## config.mk

```make
export PLATFORM = sky130hd
export DESIGN_NAME = accel_cmd_arbiter_flat
export DESIGN_NICKNAME = d
export VERILOG_FILES = /design/src/rtl/accel_cmd_arbiter_pkg.sv /design/src/rtl/accel_cmd_arbiter_if.sv /design/src/rtl/accel_cmd_arbiter_rr_pick2.sv /design/src/rtl/accel_cmd_arbiter.sv /design/src/flat_wrapper.sv
export SDC_FILE = /design/constraint.sdc
export NUM_CORES = 1
export LEC_CHECK = 0
export CAP_MARGIN = 20
export CORE_AREA = 5 5 277 279
export CTS_CLUSTER_DIAMETER = 200
export CTS_CLUSTER_SIZE = 12
export DETAILED_ROUTE_END_ITERATION = 6
export DIE_AREA = 0 0 282 284
export GPL_TIMING_DRIVEN = 1
export SLEW_MARGIN = 15
export SYNTH_ARGS = -nofsm -noshare
export SYNTH_HDL_FRONTEND = slang
export SYNTH_SLANG_ARGS = --single-unit
```

## constraint.sdc

```tcl
create_clock -name clk -period 1.5 [get_ports clk]
set_input_delay 0.3 -clock clk [delete_from_list [all_inputs] [get_ports clk]]
set_output_delay 0.3 -clock clk [all_outputs]
set_load 0.02 [all_outputs]
```

## src/rtl/accel_cmd_arbiter_pkg.sv

```systemverilog
// Shared widths, command/response field offsets and FSM encoding for the
// two-requester accelerator command arbiter.
package accel_pkg;

  localparam int CMD_W  = 160;
  localparam int RESP_W = 74;
  localparam int XD_BIT = 17;

  // Command field offsets (RoCC-style instruction word plus operand data)
  localparam int CMD_FUNCT_LSB    = 0;
  localparam int CMD_RS2_LSB      = 7;
  localparam int CMD_RS1_LSB      = 12;
  localparam int CMD_XS1_BIT      = 18;
  localparam int CMD_XS2_BIT      = 19;
  localparam int CMD_RD_LSB       = 20;
  localparam int CMD_OPCODE_LSB   = 25;
  localparam int CMD_RS1_DATA_LSB = 32;
  localparam int CMD_RS2_DATA_LSB = 96;

  // Response field offsets
  localparam int RESP_STATUS_LSB = 0;
  localparam int RESP_RD_LSB     = 5;
  localparam int RESP_DATA_LSB   = 10;

  typedef enum logic [1:0] {
    IDLE  = 2'd0,
    ISSUE = 2'd1,
    WAIT  = 2'd2
  } arb_state_e;

  typedef enum logic {
    REQ0 = 1'b0,
    REQ1 = 1'b1
  } req_id_e;

  function automatic req_id_e other_req(input req_id_e r);
    return (r == REQ0) ? REQ1 : REQ0;
  endfunction

endpackage

```

## src/rtl/accel_cmd_arbiter_if.sv

```systemverilog
// Bundle of requester-side and accelerator-side handshakes around the arbiter.
// The slave modport is the arbiter's view; master is the surrounding system.
interface accel_cmd_arbiter_if #(
  parameter int CMD_W  = accel_pkg::CMD_W,
  parameter int RESP_W = accel_pkg::RESP_W
);

  logic [CMD_W-1:0]  cmd0;
  logic              cmd0_vld;
  logic              cmd0_rdy;
  logic [CMD_W-1:0]  cmd1;
  logic              cmd1_vld;
  logic              cmd1_rdy;

  logic [RESP_W-1:0] resp0;
  logic              resp0_vld;
  logic              resp0_rdy;
  logic [RESP_W-1:0] resp1;
  logic              resp1_vld;
  logic              resp1_rdy;

  logic [CMD_W-1:0]  acc_cmd;
  logic              acc_cmd_vld;
  logic              acc_cmd_rdy;
  logic [RESP_W-1:0] acc_resp;
  logic              acc_resp_vld;
  logic              acc_resp_rdy;

  logic              busy;

  modport slave (
    input  cmd0, cmd0_vld, cmd1, cmd1_vld,
    input  resp0_rdy, resp1_rdy,
    input  acc_cmd_rdy, acc_resp, acc_resp_vld,
    output cmd0_rdy, cmd1_rdy,
    output resp0, resp0_vld, resp1, resp1_vld,
    output acc_cmd, acc_cmd_vld, acc_resp_rdy,
    output busy
  );

  modport master (
    output cmd0, cmd0_vld, cmd1, cmd1_vld,
    output resp0_rdy, resp1_rdy,
    output acc_cmd_rdy, acc_resp, acc_resp_vld,
    input  cmd0_rdy, cmd1_rdy,
    input  resp0, resp0_vld, resp1, resp1_vld,
    input  acc_cmd, acc_cmd_vld, acc_resp_rdy,
    input  busy
  );

endinterface

```

## src/rtl/accel_cmd_arbiter_rr_pick2.sv

```systemverilog
// Combinational two-way pick: a lone valid requester wins, a tie goes to prio.
// Grants are one-hot or zero.
module accel_rr_pick2 (
  input  logic vld0,
  input  logic vld1,
  input  logic prio,
  output logic gnt0,
  output logic gnt1
);

  always_comb begin
    gnt0 = 1'b0;
    gnt1 = 1'b0;
    if (vld0 && vld1) begin
      gnt0 = ~prio;
      gnt1 = prio;
    end else begin
      gnt0 = vld0;
      gnt1 = vld1;
    end
  end

endmodule

```

## src/rtl/accel_cmd_arbiter.sv

```systemverilog
// Round-robin front end for one accelerator: registers the winning command,
// keeps one command in flight and steers the response back to its owner.
module accel_cmd_arbiter
  import accel_pkg::*;
#(
  parameter int CMD_W  = accel_pkg::CMD_W,
  parameter int RESP_W = accel_pkg::RESP_W,
  parameter int XD_BIT = accel_pkg::XD_BIT
) (
  input  logic                clk,
  input  logic                rst,
  accel_cmd_arbiter_if.slave  bus
);

  arb_state_e        state_q, state_d;
  logic [CMD_W-1:0]  cmd_q, cmd_d;
  req_id_e           owner_q, owner_d;
  req_id_e           prio_q, prio_d;
  logic              xd_q, xd_d;

  logic              gnt0, gnt1;
  logic              owner_resp_rdy;
  logic              cmd0_rdy_c, cmd1_rdy_c;
  logic              acc_cmd_vld_c, acc_resp_rdy_c;
  logic              resp0_vld_c, resp1_vld_c;

  accel_rr_pick2 u_pick (
    .vld0 (bus.cmd0_vld),
    .vld1 (bus.cmd1_vld),
    .prio (prio_q == REQ1),
    .gnt0 (gnt0),
    .gnt1 (gnt1)
  );

  always_ff @(posedge clk or negedge rst) begin
    if (!rst) begin
      state_q <= IDLE;
      cmd_q   <= '0;
      owner_q <= REQ0;
      prio_q  <= REQ0;
      xd_q    <= 1'b0;
    end else begin
      state_q <= state_d;
      cmd_q   <= cmd_d;
      owner_q <= owner_d;
      prio_q  <= prio_d;
      xd_q    <= xd_d;
    end
  end

  assign owner_resp_rdy = (owner_q == REQ1) ? bus.resp1_rdy : bus.resp0_rdy;

  always_comb begin
    state_d        = state_q;
    cmd_d          = cmd_q;
    owner_d        = owner_q;
    prio_d         = prio_q;
    xd_d           = xd_q;
    cmd0_rdy_c     = 1'b0;
    cmd1_rdy_c     = 1'b0;
    acc_cmd_vld_c  = 1'b0;
    acc_resp_rdy_c = 1'b0;
    resp0_vld_c    = 1'b0;
    resp1_vld_c    = 1'b0;

    case (state_q)
      IDLE: begin
        // A grant implies the matching vld, so the grant itself is the handshake
        cmd0_rdy_c = gnt0;
        cmd1_rdy_c = gnt1;
        if (gnt0) begin
          cmd_d   = bus.cmd0;
          owner_d = REQ0;
          xd_d    = bus.cmd0[XD_BIT];
          state_d = ISSUE;
        end else if (gnt1) begin
          cmd_d   = bus.cmd1;
          owner_d = REQ1;
          xd_d    = bus.cmd1[XD_BIT];
          state_d = ISSUE;
        end
      end

      ISSUE: begin
        acc_cmd_vld_c = 1'b1;
        if (bus.acc_cmd_rdy) begin
          state_d = WAIT;
        end
      end

      WAIT: begin
        // Commands without a destination register have their response sunk here
        if (xd_q) begin
          acc_resp_rdy_c = owner_resp_rdy;
          resp0_vld_c    = bus.acc_resp_vld && (owner_q == REQ0);
          resp1_vld_c    = bus.acc_resp_vld && (owner_q == REQ1);
        end else begin
          acc_resp_rdy_c = 1'b1;
        end
        if (bus.acc_resp_vld && acc_resp_rdy_c) begin
          prio_d  = other_req(owner_q);
          state_d = IDLE;
        end
      end

      default: begin
        state_d = IDLE;
      end
    endcase
  end

  assign bus.cmd0_rdy     = cmd0_rdy_c;
  assign bus.cmd1_rdy     = cmd1_rdy_c;
  assign bus.acc_cmd      = cmd_q;
  assign bus.acc_cmd_vld  = acc_cmd_vld_c;
  assign bus.acc_resp_rdy = acc_resp_rdy_c;
  assign bus.resp0        = bus.acc_resp;
  assign bus.resp1        = bus.acc_resp;
  assign bus.resp0_vld    = resp0_vld_c;
  assign bus.resp1_vld    = resp1_vld_c;
  assign bus.busy         = (state_q != IDLE);

endmodule
```

## src/flat_wrapper.sv

```systemverilog
// flat-port wrapper written by rule: the top's interface ports become plain ports
module accel_cmd_arbiter_flat import accel_pkg::*;
#(
  parameter int CMD_W  = accel_pkg::CMD_W,
  parameter int RESP_W = accel_pkg::RESP_W,
  parameter int XD_BIT = accel_pkg::XD_BIT
)
  (clk, rst, bus_cmd0, bus_cmd0_vld, bus_cmd1, bus_cmd1_vld, bus_resp0_rdy, bus_resp1_rdy, bus_acc_cmd_rdy, bus_acc_resp, bus_acc_resp_vld, bus_cmd0_rdy, bus_cmd1_rdy, bus_resp0, bus_resp0_vld, bus_resp1, bus_resp1_vld, bus_acc_cmd, bus_acc_cmd_vld, bus_acc_resp_rdy, bus_busy);
  accel_cmd_arbiter_if #(.CMD_W(CMD_W), .RESP_W(RESP_W)) bus_i ();
  input  logic clk;
  input  logic rst;
  input wire logic [$bits(bus_i.cmd0)-1:0] bus_cmd0;
  input wire logic [$bits(bus_i.cmd0_vld)-1:0] bus_cmd0_vld;
  input wire logic [$bits(bus_i.cmd1)-1:0] bus_cmd1;
  input wire logic [$bits(bus_i.cmd1_vld)-1:0] bus_cmd1_vld;
  input wire logic [$bits(bus_i.resp0_rdy)-1:0] bus_resp0_rdy;
  input wire logic [$bits(bus_i.resp1_rdy)-1:0] bus_resp1_rdy;
  input wire logic [$bits(bus_i.acc_cmd_rdy)-1:0] bus_acc_cmd_rdy;
  input wire logic [$bits(bus_i.acc_resp)-1:0] bus_acc_resp;
  input wire logic [$bits(bus_i.acc_resp_vld)-1:0] bus_acc_resp_vld;
  output wire logic [$bits(bus_i.cmd0_rdy)-1:0] bus_cmd0_rdy;
  output wire logic [$bits(bus_i.cmd1_rdy)-1:0] bus_cmd1_rdy;
  output wire logic [$bits(bus_i.resp0)-1:0] bus_resp0;
  output wire logic [$bits(bus_i.resp0_vld)-1:0] bus_resp0_vld;
  output wire logic [$bits(bus_i.resp1)-1:0] bus_resp1;
  output wire logic [$bits(bus_i.resp1_vld)-1:0] bus_resp1_vld;
  output wire logic [$bits(bus_i.acc_cmd)-1:0] bus_acc_cmd;
  output wire logic [$bits(bus_i.acc_cmd_vld)-1:0] bus_acc_cmd_vld;
  output wire logic [$bits(bus_i.acc_resp_rdy)-1:0] bus_acc_resp_rdy;
  output wire logic [$bits(bus_i.busy)-1:0] bus_busy;
  assign bus_i.cmd0 = bus_cmd0;
  assign bus_i.cmd0_vld = bus_cmd0_vld;
  assign bus_i.cmd1 = bus_cmd1;
  assign bus_i.cmd1_vld = bus_cmd1_vld;
  assign bus_i.resp0_rdy = bus_resp0_rdy;
  assign bus_i.resp1_rdy = bus_resp1_rdy;
  assign bus_i.acc_cmd_rdy = bus_acc_cmd_rdy;
  assign bus_i.acc_resp = bus_acc_resp;
  assign bus_i.acc_resp_vld = bus_acc_resp_vld;
  assign bus_cmd0_rdy = bus_i.cmd0_rdy;
  assign bus_cmd1_rdy = bus_i.cmd1_rdy;
  assign bus_resp0 = bus_i.resp0;
  assign bus_resp0_vld = bus_i.resp0_vld;
  assign bus_resp1 = bus_i.resp1;
  assign bus_resp1_vld = bus_i.resp1_vld;
  assign bus_acc_cmd = bus_i.acc_cmd;
  assign bus_acc_cmd_vld = bus_i.acc_cmd_vld;
  assign bus_acc_resp_rdy = bus_i.acc_resp_rdy;
  assign bus_busy = bus_i.busy;
  accel_cmd_arbiter #(.CMD_W(CMD_W), .RESP_W(RESP_W), .XD_BIT(XD_BIT)) u_core (.clk(clk), .rst(rst), .bus(bus_i));
endmodule
```

==> run summary <==
run results: post-synthesis average cell area 13.9 um2, via count 6,958, number of non-clock inverters in the layout 5, top routing layer in use met4, family of cells with the greatest summed delay on the critical path multiplexers, total standard cell area after synthesis 9620 um2, WL met2 18.0 mm, number of nets with antenna violations after detailed routing 0, highest achievable clock rate 524 MHz, count of TritonRoute iterations in the first routing pass 4, power consumed by combinational cells 17,200 uW, type of element capturing the critical path flip-flop, CTS tree done, clock network area share 3.67%, depth of the critical timing path with buffers and inverters included 6, maximum count of clock buffers along a single path 2, ratio of cells with drive above 1 in the final layout 55.9%, number of register bits inferred by synthesis 164, highest-power group combinational logic, DRC violation count after routing 0, fraction of power spent switching nets 37.2%, Setup WS pre-CTS -0.783 ns, Worst Path Buf+Inv 3, number of buffers added by the clock tree synthesis step 17, Port-buffer cells 494, Comb power frac 57.1%, Adder Area Share 0%, via count of the first global-routing pass 8,055, Least-Margin Pin Slew 0.506 ns, post-CTS clock slew at the launch and capture registers of the worst setup and hold paths 0.07 ns, global-route met1 utilization 8.15%, violations in the final reports negative setup slack, simple-gate share of the synthesized area 0.455%, Core Footprint 73,900 um2, global-route wire length before repair 49.7 mm, net switching power 11,200 uW, Clock Power Share 15.8%, hold violation total from the final report 0, Final Critical Period 1.91 ns, chip area 80,100 um2, antenna diode count 0, Design Power 30,100 uW, htree depth 4, area growth from synthesis to layout 72.4%, worst vdd rail ir drop 0.843 mV, part of the Yosys area used for sequential elements 42.6%, Clock Sink Count 164, setup violation total in the final timing report 167, area figure in the yosys stat output 9620 um2, cell at the root of the clock tree sky130_fd_sc_hd__clkbuf_16, Syn Inst Count 693, Reg2Reg Depth 6, global router's overall resource usage 8.35%, Multi-In Gates 339, cell class with the largest area share buffers, multi-input combinational area share 27.0%, most repeated library cell on the critical path sky130_fd_sc_hd__mux2_4, Initial DRC Count 136, met3 demand-to-capacity share in global routing 3.33%, fraction of area in registers 24.8%, post-layout utilization of the core 22.4%, count of clock buffers in the final design 17, number of ports placed on the die boundary 717, Non-Clock Buffer Area Fraction 37.1%, relative max-transition margin 66.3%, Clock net power 4760 uW, worst clock skew 0.0160 ns, sequential cell count of the final layout 164, biggest combinational cell group after synthesis multiplexers, post-CTS sizing 653, cell-by-cell trace of the critical path a21boi_4 > buf_12 > buf_16 > clkbuf_16 > mux2_4 > mux2_4, die extent in y 284 um, internal power contribution 18,900 uW, post-CTS setup buffer count 17, routed length on met3 3.23 mm, Filler Cell Count 7,792, final routed wire length divided by cell count 16.8 um, power consumed by sequential cells 8180 uW, via density per instance 3.31, Core Util at FP 13.0%, min setup slack post-route -0.410 ns, count of final max-slew check failures 0, estimated wirelength of the detail-placed design 27.1 mm, GR Util met2 14.7%, RSZ-0062 raised after global routing yes, tapcells inserted 969, number of antenna violations at the first check in global routing 1, gp weighted congestion 0.796, CTS Hold Buffers Added 1, relative contribution of sequential cells to total power 27.1%, worst hold path class primary input to async pin, Top cells excl fill/tap sky130_fd_sc_hd__clkdlybuf4s50_1 (326), sky130_fd_sc_hd__mux2_4 (180), sky130_fd_sc_hd__dfrtp_1 (161), storage element area 4110 um2, final period utilization 127%, horizontal die size 282 um, arrival time at the worst endpoint 2.26 ns, result of the run finished, violations left, number of buffers other than clock buffers in the final layout 596, Mux cell area share 41.5%, startpoint type of the worst setup path flip-flop, busiest layer in global routing met2, wire length after detailed routing 35.5 mm, Cell variety after synth 21
[cells in the mapped netlist (all sizes together)]
cell / count / share of area, %
o21a: 1 / 0.078
and3: 2 / 0.13
inv: 5 / 0.20
nand2b: 2 / 0.13
buf: 184 / 14
dfrtp: 164 / 43
a211oi: 1 / 0.078
o21ai: 2 / 0.10
o2bb2ai: 1 / 0.091
mux2i: 2 / 0.21
nor2: 1 / 0.039
a21boi: 3 / 0.23
and2: 1 / 0.065
clkbuf: 1 / 0.078
and3b: 1 / 0.091
a21oi: 2 / 0.10
mux2: 320 / 41
[kinds of logic after synthesis]
family,Yosys count
simple gates,7
mux,322
buf+inv,190
compound gates,10
flops,164
[flip-flops by register name, summed over array words and instances (netlist names)]
signal and cells:
u_core.bus.acc_cmd 160, u_core.state_q 2, u_core.owner_q 1, u_core.prio_q 1
[worst paths after layout]
check                                         from                       to  slack [ns]
min in group clk                   bus_acc_cmd_rdy        u_core.state_q[0]        0.45
setup reg to reg                     u_core.prio_q   u_core.bus.acc_cmd[41]       -0.41
hold / removal                                 rst  u_core.bus.acc_cmd[150]        0.34
max in group asynchronous                      rst   u_core.bus.acc_cmd[24]        0.58
hold reg to reg            u_core.bus.acc_cmd[148]  u_core.bus.acc_cmd[148]        0.50
setup / recovery                     u_core.prio_q   u_core.bus.acc_cmd[41]       -0.41
[metrics by stage]
step / hold WS (ns) / instances / cell area, um2
6_report: 0.345 / 2105 / 16600
2_1_floorplan: 0.00441 / 693 / 9680
3_5_place_dp: 0.294 / 2051 / 15200
3_3_place_gp: 0.292 / 2051 / 15200
5_1_grt: 0.340 / 2105 / 16600
4_1_cts: 0.325 / 2105 / 16600
M1 wires:
Scale bar: 100 um. Supply wires on this layer in gray.
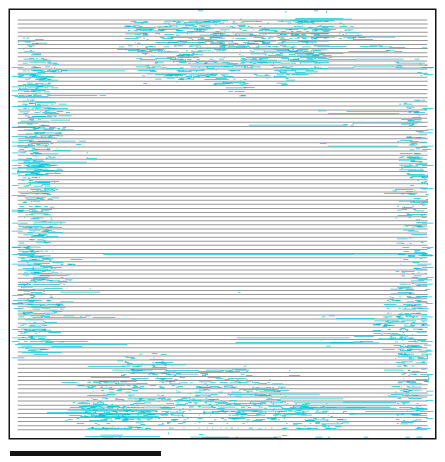
The wires run mostly horizontal. The longest straight run is 166 um. The layer carries 12,500 um of wire. The layer holds 35% of the routed length.

The metal 2 layer:
Cells faint in the background.
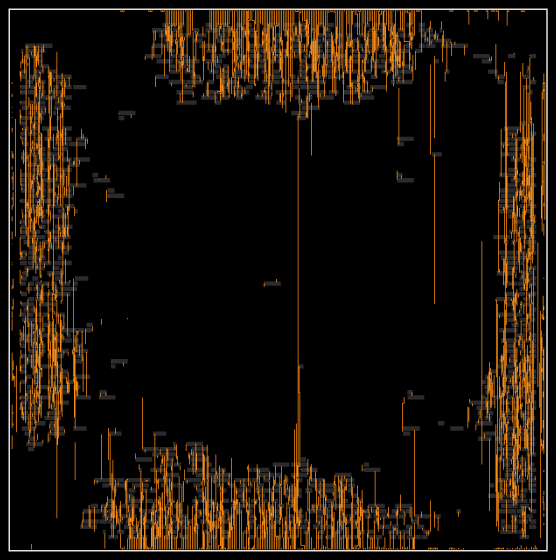
The longest straight run is 185 um. The layer carries 18,000 um of wire. 1,403 nets have wire on it.

M3 wires:
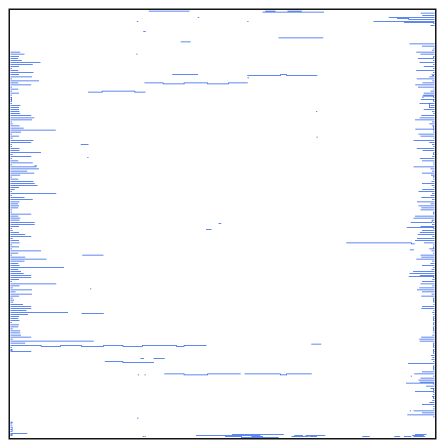
The longest straight run is 55.0 um. The wires run mostly horizontal. 311 nets have wire on it. The layer holds 9.1% of the routed length.

No activity file was given, so power comes from the tool's default toggle rates.
